--- src/rtl/mul_pkg.sv ---
// Shared types and default parameters for the sequential shift-free multiplier controller.
package mul_pkg;

  localparam int unsigned DEF_W        = 16;
  localparam int unsigned DEF_MAX_ITER = 16'hFFFF;

  typedef enum logic [2:0] {
    S_IDLE  = 3'd0,
    S_GET_A = 3'd1,
    S_GET_B = 3'd2,
    S_ADD   = 3'd3,
    S_DONE  = 3'd4,
    S_ERR   = 3'd5
  } state_e;

endpackage

--- src/rtl/mul_iter_cnt.sv ---
// Counts additions in the current multiply and flags when the iteration limit is reached.
module mul_iter_cnt
  import mul_pkg::*;
#(
  parameter int unsigned W        = DEF_W,
  parameter int unsigned MAX_ITER = DEF_MAX_ITER
) (
  input  logic         clock,
  input  logic         reset_n,
  input  logic         i_clr,
  input  logic         i_inc,
  output logic [W-1:0] o_cnt,
  output logic         o_at_limit
);

  logic [W-1:0] r_cnt;
  logic         w_at_limit;

  assign w_at_limit = (r_cnt == W'(MAX_ITER));

  // Saturates at the limit so the count never wraps.
  always_ff @(posedge clock) begin
    if (!reset_n) begin
      r_cnt <= '0;
    end else if (i_clr) begin
      r_cnt <= '0;
    end else if (i_inc && !w_at_limit) begin
      r_cnt <= r_cnt + W'(1);
    end
  end

  assign o_cnt      = r_cnt;
  assign o_at_limit = w_at_limit;

endmodule

--- src/rtl/mul_seq_ctrl.sv ---
// Controller for a repeated-addition multiplier: loads A and B, adds A into P B times,
// then reports done (or err on iteration overflow) until acknowledged.
module mul_seq_ctrl
  import mul_pkg::*;
#(
  parameter int unsigned W        = DEF_W,
  parameter int unsigned MAX_ITER = DEF_MAX_ITER
) (
  input  logic         clock,
  input  logic         reset_n,
  input  logic         start,
  input  logic         abort,
  input  logic         in_valid,
  output logic         in_ready,
  input  logic         eqz,
  output logic         LoadA,
  output logic         LoadB,
  output logic         ClearP,
  output logic         LoadP,
  output logic         decB,
  output logic         busy,
  output logic         done,
  output logic         err,
  input  logic         ack,
  output logic [W-1:0] iter_cnt
);

  state_e r_state;
  state_e w_next;
  logic   w_clr;
  logic   w_inc;
  logic   w_at_limit;

  mul_iter_cnt #(
    .W        (W),
    .MAX_ITER (MAX_ITER)
  ) u_iter_cnt (
    .clock      (clock),
    .reset_n    (reset_n),
    .i_clr      (w_clr),
    .i_inc      (w_inc),
    .o_cnt      (iter_cnt),
    .o_at_limit (w_at_limit)
  );

  always_ff @(posedge clock) begin
    if (!reset_n) begin
      r_state <= S_IDLE;
    end else begin
      r_state <= w_next;
    end
  end

  // Next state and output decode; add controls are Mealy on eqz so no add fires with B=0.
  always_comb begin
    w_next   = r_state;
    w_clr    = 1'b0;
    w_inc    = 1'b0;
    in_ready = 1'b0;
    LoadA    = 1'b0;
    LoadB    = 1'b0;
    ClearP   = 1'b0;
    LoadP    = 1'b0;
    decB     = 1'b0;
    busy     = 1'b0;
    done     = 1'b0;
    err      = 1'b0;
    if (reset_n) begin
      busy = (r_state != S_IDLE);
      if (abort && (r_state != S_IDLE)) begin
        w_next = S_IDLE;
      end else begin
        case (r_state)
          S_IDLE: begin
            if (start) w_next = S_GET_A;
          end
          S_GET_A: begin
            in_ready = 1'b1;
            if (in_valid) begin
              LoadA  = 1'b1;
              w_next = S_GET_B;
            end
          end
          S_GET_B: begin
            in_ready = 1'b1;
            if (in_valid) begin
              LoadB  = 1'b1;
              ClearP = 1'b1;
              w_clr  = 1'b1;
              w_next = S_ADD;
            end
          end
          S_ADD: begin
            // P is final as soon as B reaches zero, so done is reported in this cycle.
            if (eqz) begin
              done   = 1'b1;
              w_next = S_DONE;
            end else if (w_at_limit) begin
              w_next = S_ERR;
            end else begin
              LoadP = 1'b1;
              decB  = 1'b1;
              w_inc = 1'b1;
            end
          end
          S_DONE: begin
            done = 1'b1;
            if (ack) w_next = S_IDLE;
          end
          S_ERR: begin
            err = 1'b1;
            if (ack) w_next = S_IDLE;
          end
          default: w_next = S_IDLE;
        endcase
      end
    end
  end

endmodule

--- config.mk ---
export PLATFORM = sky130hd
export DESIGN_NAME = mul_seq_ctrl
export DESIGN_NICKNAME = d
export VERILOG_FILES = /design/src/rtl/mul_pkg.sv /design/src/rtl/mul_iter_cnt.sv /design/src/rtl/mul_seq_ctrl.sv
export SDC_FILE = /design/constraint.sdc
export NUM_CORES = 1
export LEC_CHECK = 0
export CAP_MARGIN = 20
export CORE_MARGIN = 2
export CORE_UTILIZATION = 47
export DETAILED_ROUTE_END_ITERATION = 16
export PLACE_DENSITY = 0.75
export RECOVER_POWER = 50
export SLEW_MARGIN = 0
export SYNTH_ARGS = -nofsm -noshare
export SYNTH_HDL_FRONTEND = slang
export SYNTH_SLANG_ARGS = --single-unit
--- constraint.sdc ---
create_clock -name clock -period 3.9 [get_ports clock]
set_clock_uncertainty 0.2 [all_clocks]
set_input_delay 0.78 -clock clock [delete_from_list [all_inputs] [get_ports clock]]
set_output_delay 0.78 -clock clock [all_outputs]
set_load 0.01 [all_outputs]
Fig. 1: run 1, signal wires on met1
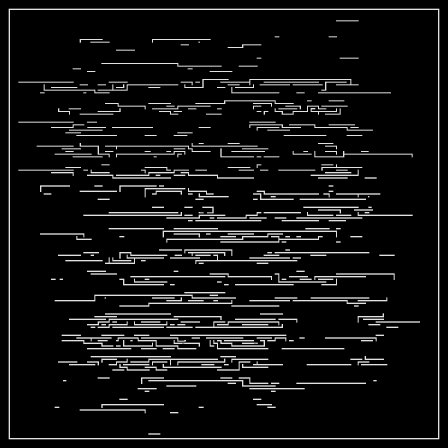
nets with wire on the layer	161
longest straight run	22.1 microns
Post-Route WL: 2.97 mm
via count: 1249
GRT met1 Usage: 30.1%

Fig. 2: run 1, M2 wires
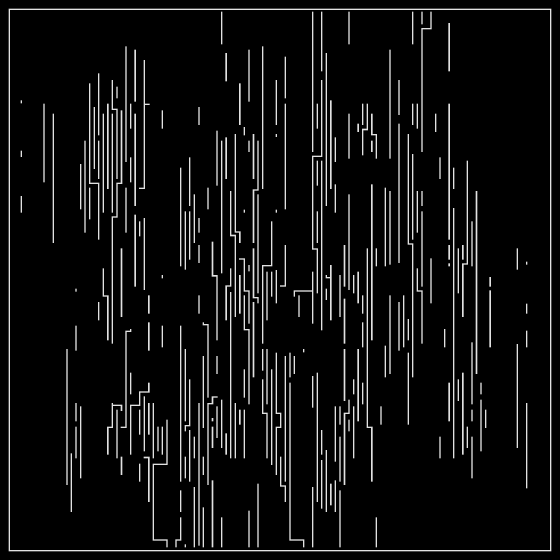
longest straight run	25.2 microns
wire length on this layer	1430 microns
nets with wire on the layer	164
main direction	vertical

==> impl_metrics.py, run 1 <==
# Physical implementation metrics
metrics = {
    "outcome": {
        "status": "complete, no violations",
    },
    "yosys": {
        "syn_inst": 145,
        "avgSynthCellArea_sq_um": 8.29,
        "synth-edff-count": 0,
        "synth_seq_share_pct": 31.6,
        "adder_share_pct": 1.04,
        "yosysCellCount": 145,
        "topCombFamilyByArea": "simple AND/OR/NAND/NOR gates",
        "ys_warn_count": 0,
        "ys_sh_mux_pct": 4.27,
        "yosysMostFrequentCell": "dfxtp_1",
        "synthAoiAreaFrac_pct": 19.6,
        "ys_types": 40,
        "synthSimpleGateAreaFrac_pct": 37.3,
        "top_cells_by_count": "dfxtp_1 (19), a21oi_1 (17), nand2_1 (10), or4_1 (10), o31ai_1 (8)",
        "synth-seq-cells": 19,
        "yosys-stat-area_sq_um": 1200,
        "area_leaders": "dfxtp_1 (32%), a21oi_1 (7.1%), or4_1 (6.2%), o31ai_1 (5.0%), mux2i_1 (3.3%)",
        "async_flop_share_pct": 0,
        "top_area_share_pct": 31.6,
    },
    "setup_path": {
        "path_delay_family": "buffers and inverters",
        "cp-end-kind": "output pin",
        "slowest_delay_ns": 0.56,
        "critPathBufInv": 2,
        "worstPathCellList": "clkdlybuf4s50_1, and4bb_1, nand2_4, nor2_1, clkdlybuf4s50_1",
        "startpoint": "eqz",
        "crit_path_end": "decB",
        "worstSetupPathType": "primary input to output pin",
        "arrival_ns": 2.58,
        "crit_required_ns": 2.92,
    },
    "drt": {
        "ant_nets": 0,
        "route.met2.wl_mm": 1.43,
        "drcViolationCount": 0,
        "wl_met3_microns": 83,
        "drt_iter0_drc": 15,
        "routedWlPerCell_microns": 14.6,
    },
    "cells_and_area": {
        "post-route-util_pct": 62.8,
        "comb_share_pct": 48.8,
        "nMultiInputCombCells": 113,
        "bufAreaShareNonClock_pct": 21.3,
        "mostFrequentLayoutCell": "dfxtp_1",
        "logic_area_sq_um": 752,
        "clk_share_pct": 1.79,
        "mostFrequentLayoutCells": "dfxtp_1 (19), clkdlybuf4s50_1 (18), a21oi_1 (17)",
        "final_cells": 204,
        "fillerInstances": 233,
        "final_area_sq_um": 1540,
    },
    "global_route": {
        "antenna_found_initial": 0,
        "track_usage_pct": 22.8,
        "met3_usage_pct": 3.83,
        "grt_max_degree": 21,
        "overflow": 0,
    },
    "placement": {
        "dpl_worst_slack_ns": 0.382,
        "place_congestion": 0.845,
        "dp.cells": 200,
        "placed_cell_area_sq_um": 1530,
        "numPortBuffers": 31,
    },
    "sta": {
        "final.period_utilization_pct": 91.3,
        "holdWs_ns": 0.322,
        "fmax_mhz": 281,
        "fin_ws_ns": 0.338,
        "tns_ns": 0,
        "fin_crit_ns": 3.56,
        "rsz0062_at_grt": "false",
        "final-max-slew-violation-count": 0,
        "finalHoldViolations": 0,
    },
    "power": {
        "combPwrFrac_pct": 16.4,
        "top_power_group": "registers",
        "swShare_pct": 28.7,
        "vdd_drop_max_uv": 161,
        "powerSeq_mw": 0.210,
        "netSwitchingPower_mw": 0.108,
        "power.leakage_nw": 0.514,
        "power_per_cell_area_nw_per_um2": 244,
        "pg_comb_mw": 0.0614,
    },
    "floorplan": {
        "die_w_microns": 54.6,
        "fp-row-count": 18,
        "die_h_microns": 54.6,
        "io_pins": 32,
    },
    "clock_network": {
        "cts.hold.buffers_added": 0,
        "cts_resized": 0,
        "cts_sinks": 19,
        "cts_tree": "done",
        "cts_buffer_depth": 2,
        "cts_root_buffer": "clkbuf_4",
    },
    "run": {
        "cap_violations": 0,
        "warnings": 26,
    },
    "worst_hold_path": {
        "hp-start": "u_iter_cnt.o_cnt[3]",
        "hold_path_end": "u_iter_cnt.o_cnt[3]",
    },
}
Fig. 3: run 1, signal wires on met3
Bar = 20 microns.
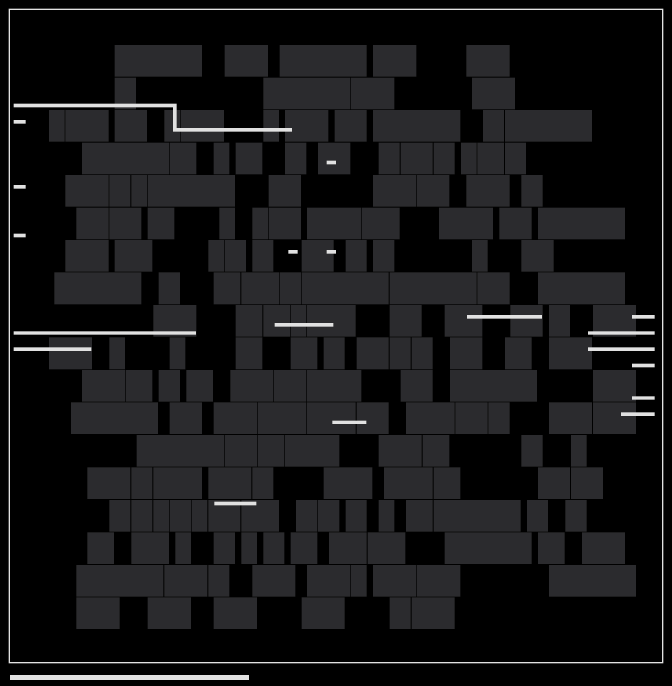
main direction	horizontal
nets with wire on the layer	16

==> run 1 -> run 2 <==
--- a/config.mk
+++ b/config.mk
@@ -9,6 +9,7 @@
 export CORE_MARGIN = 2
 export CORE_UTILIZATION = 47
 export DETAILED_ROUTE_END_ITERATION = 16
+export HOLD_SLACK_MARGIN = 0.12
 export PLACE_DENSITY = 0.75
 export RECOVER_POWER = 50
 export SLEW_MARGIN = 0
Fig. 4: run 2, M2 wires
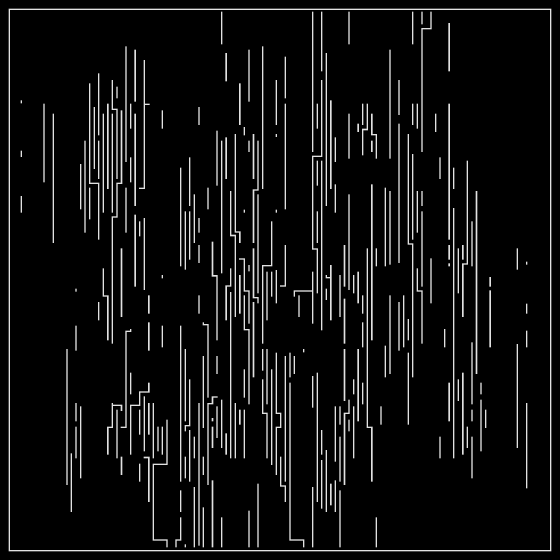
nets with wire on the layer	164
wire length on this layer	1430 microns
longest straight run	25.2 microns
main direction	vertical
share of all routed wire	48%
met2 usage: 36.3%

Fig. 5: run 2, routing congestion map
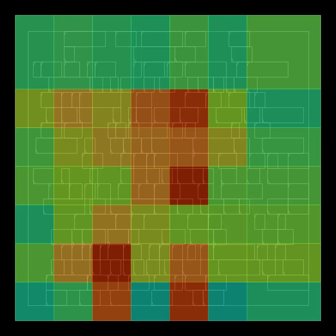
GRT Total Usage: 22.8%
DR WL/cell: 14.6 microns
fin util: 62.8%

Fig. 6: run 2, signal wires on met1
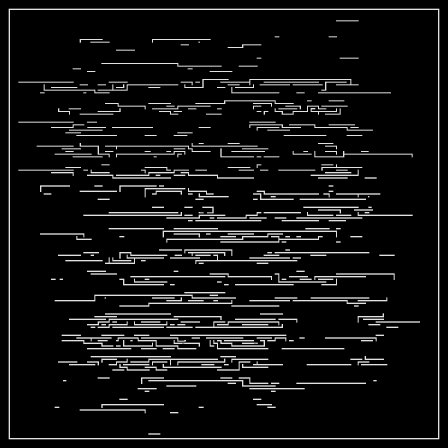
nets with wire on the layer	161
share of all routed wire	48%
wire length on this layer	1420 microns

==> impl_metrics.py, run 2 <==
# Physical implementation metrics
metrics = {
    "sta": {
        "finalHoldViolations": 0,
        "fin_crit_ns": 3.56,
        "rsz0062_at_grt": "false",
        "final-max-slew-violation-count": 0,
        "fin_ws_ns": 0.338,
        "holdWs_ns": 0.322,
    },
    "global_route": {
        "met3_usage_pct": 3.83,
        "antenna_found_initial": 0,
        "grt_max_degree": 21,
        "overflow": 0,
    },
    "drt": {
        "drt_iter0_drc": 15,
        "drt_wl_total_mm": 2.97,
        "num_vias": 1249,
    },
    "yosys": {
        "synthAoiAreaFrac_pct": 19.6,
        "synth-seq-cells": 19,
        "top_cells_by_count": "dfxtp_1 (19), a21oi_1 (17), nand2_1 (10), or4_1 (10), o31ai_1 (8)",
        "topCombFamilyByArea": "simple AND/OR/NAND/NOR gates",
        "ys_types": 40,
        "async_flop_share_pct": 0,
        "yosysCellCount": 145,
        "adder_share_pct": 1.04,
        "avgSynthCellArea_sq_um": 8.29,
        "synthSimpleGateAreaFrac_pct": 37.3,
        "syn_inst": 145,
        "top_area_share_pct": 31.6,
        "ys_sh_mux_pct": 4.27,
        "yosysMostFrequentCell": "dfxtp_1",
        "area_leaders": "dfxtp_1 (32%), a21oi_1 (7.1%), or4_1 (6.2%), o31ai_1 (5.0%), mux2i_1 (3.3%)",
    },
    "clock_network": {
        "cts_sinks": 19,
        "cts_resized": 0,
        "cts_buffer_depth": 2,
        "cts.hold.buffers_added": 0,
        "cts_root_buffer": "clkbuf_4",
    },
    "cells_and_area": {
        "fillerInstances": 233,
        "mostFrequentLayoutCell": "dfxtp_1",
        "bufAreaShareNonClock_pct": 21.3,
        "final_area_sq_um": 1540,
        "mostFrequentLayoutCells": "dfxtp_1 (19), clkdlybuf4s50_1 (18), a21oi_1 (17)",
        "comb_share_pct": 48.8,
    },
    "floorplan": {
        "fp-row-count": 18,
        "io_pins": 32,
    },
    "setup_path": {
        "path_delay_family": "buffers and inverters",
        "worstPathCellList": "clkdlybuf4s50_1, and4bb_1, nand2_4, nor2_1, clkdlybuf4s50_1",
        "crit_required_ns": 2.92,
        "cp-end-kind": "output pin",
        "slowest_delay_ns": 0.56,
        "critPathBufInv": 2,
        "crit_path_end": "decB",
    },
    "power": {
        "power_per_cell_area_nw_per_um2": 244,
        "pg_comb_mw": 0.0614,
        "vdd_drop_max_uv": 161,
        "powerSeq_mw": 0.210,
        "combPwrFrac_pct": 16.4,
        "netSwitchingPower_mw": 0.108,
        "swShare_pct": 28.7,
        "power.leakage_nw": 0.514,
    },
    "worst_hold_path": {
        "hold_path_end": "u_iter_cnt.o_cnt[3]",
        "hp-start": "u_iter_cnt.o_cnt[3]",
    },
    "outcome": {
        "status": "complete, no violations",
    },
    "placement": {
        "place_congestion": 0.845,
        "placed_cell_area_sq_um": 1530,
        "dpl_worst_slack_ns": 0.382,
    },
    "run": {
        "cap_violations": 0,
    },
}
Power figures rest on the tool's default switching activity, not on a simulated workload.
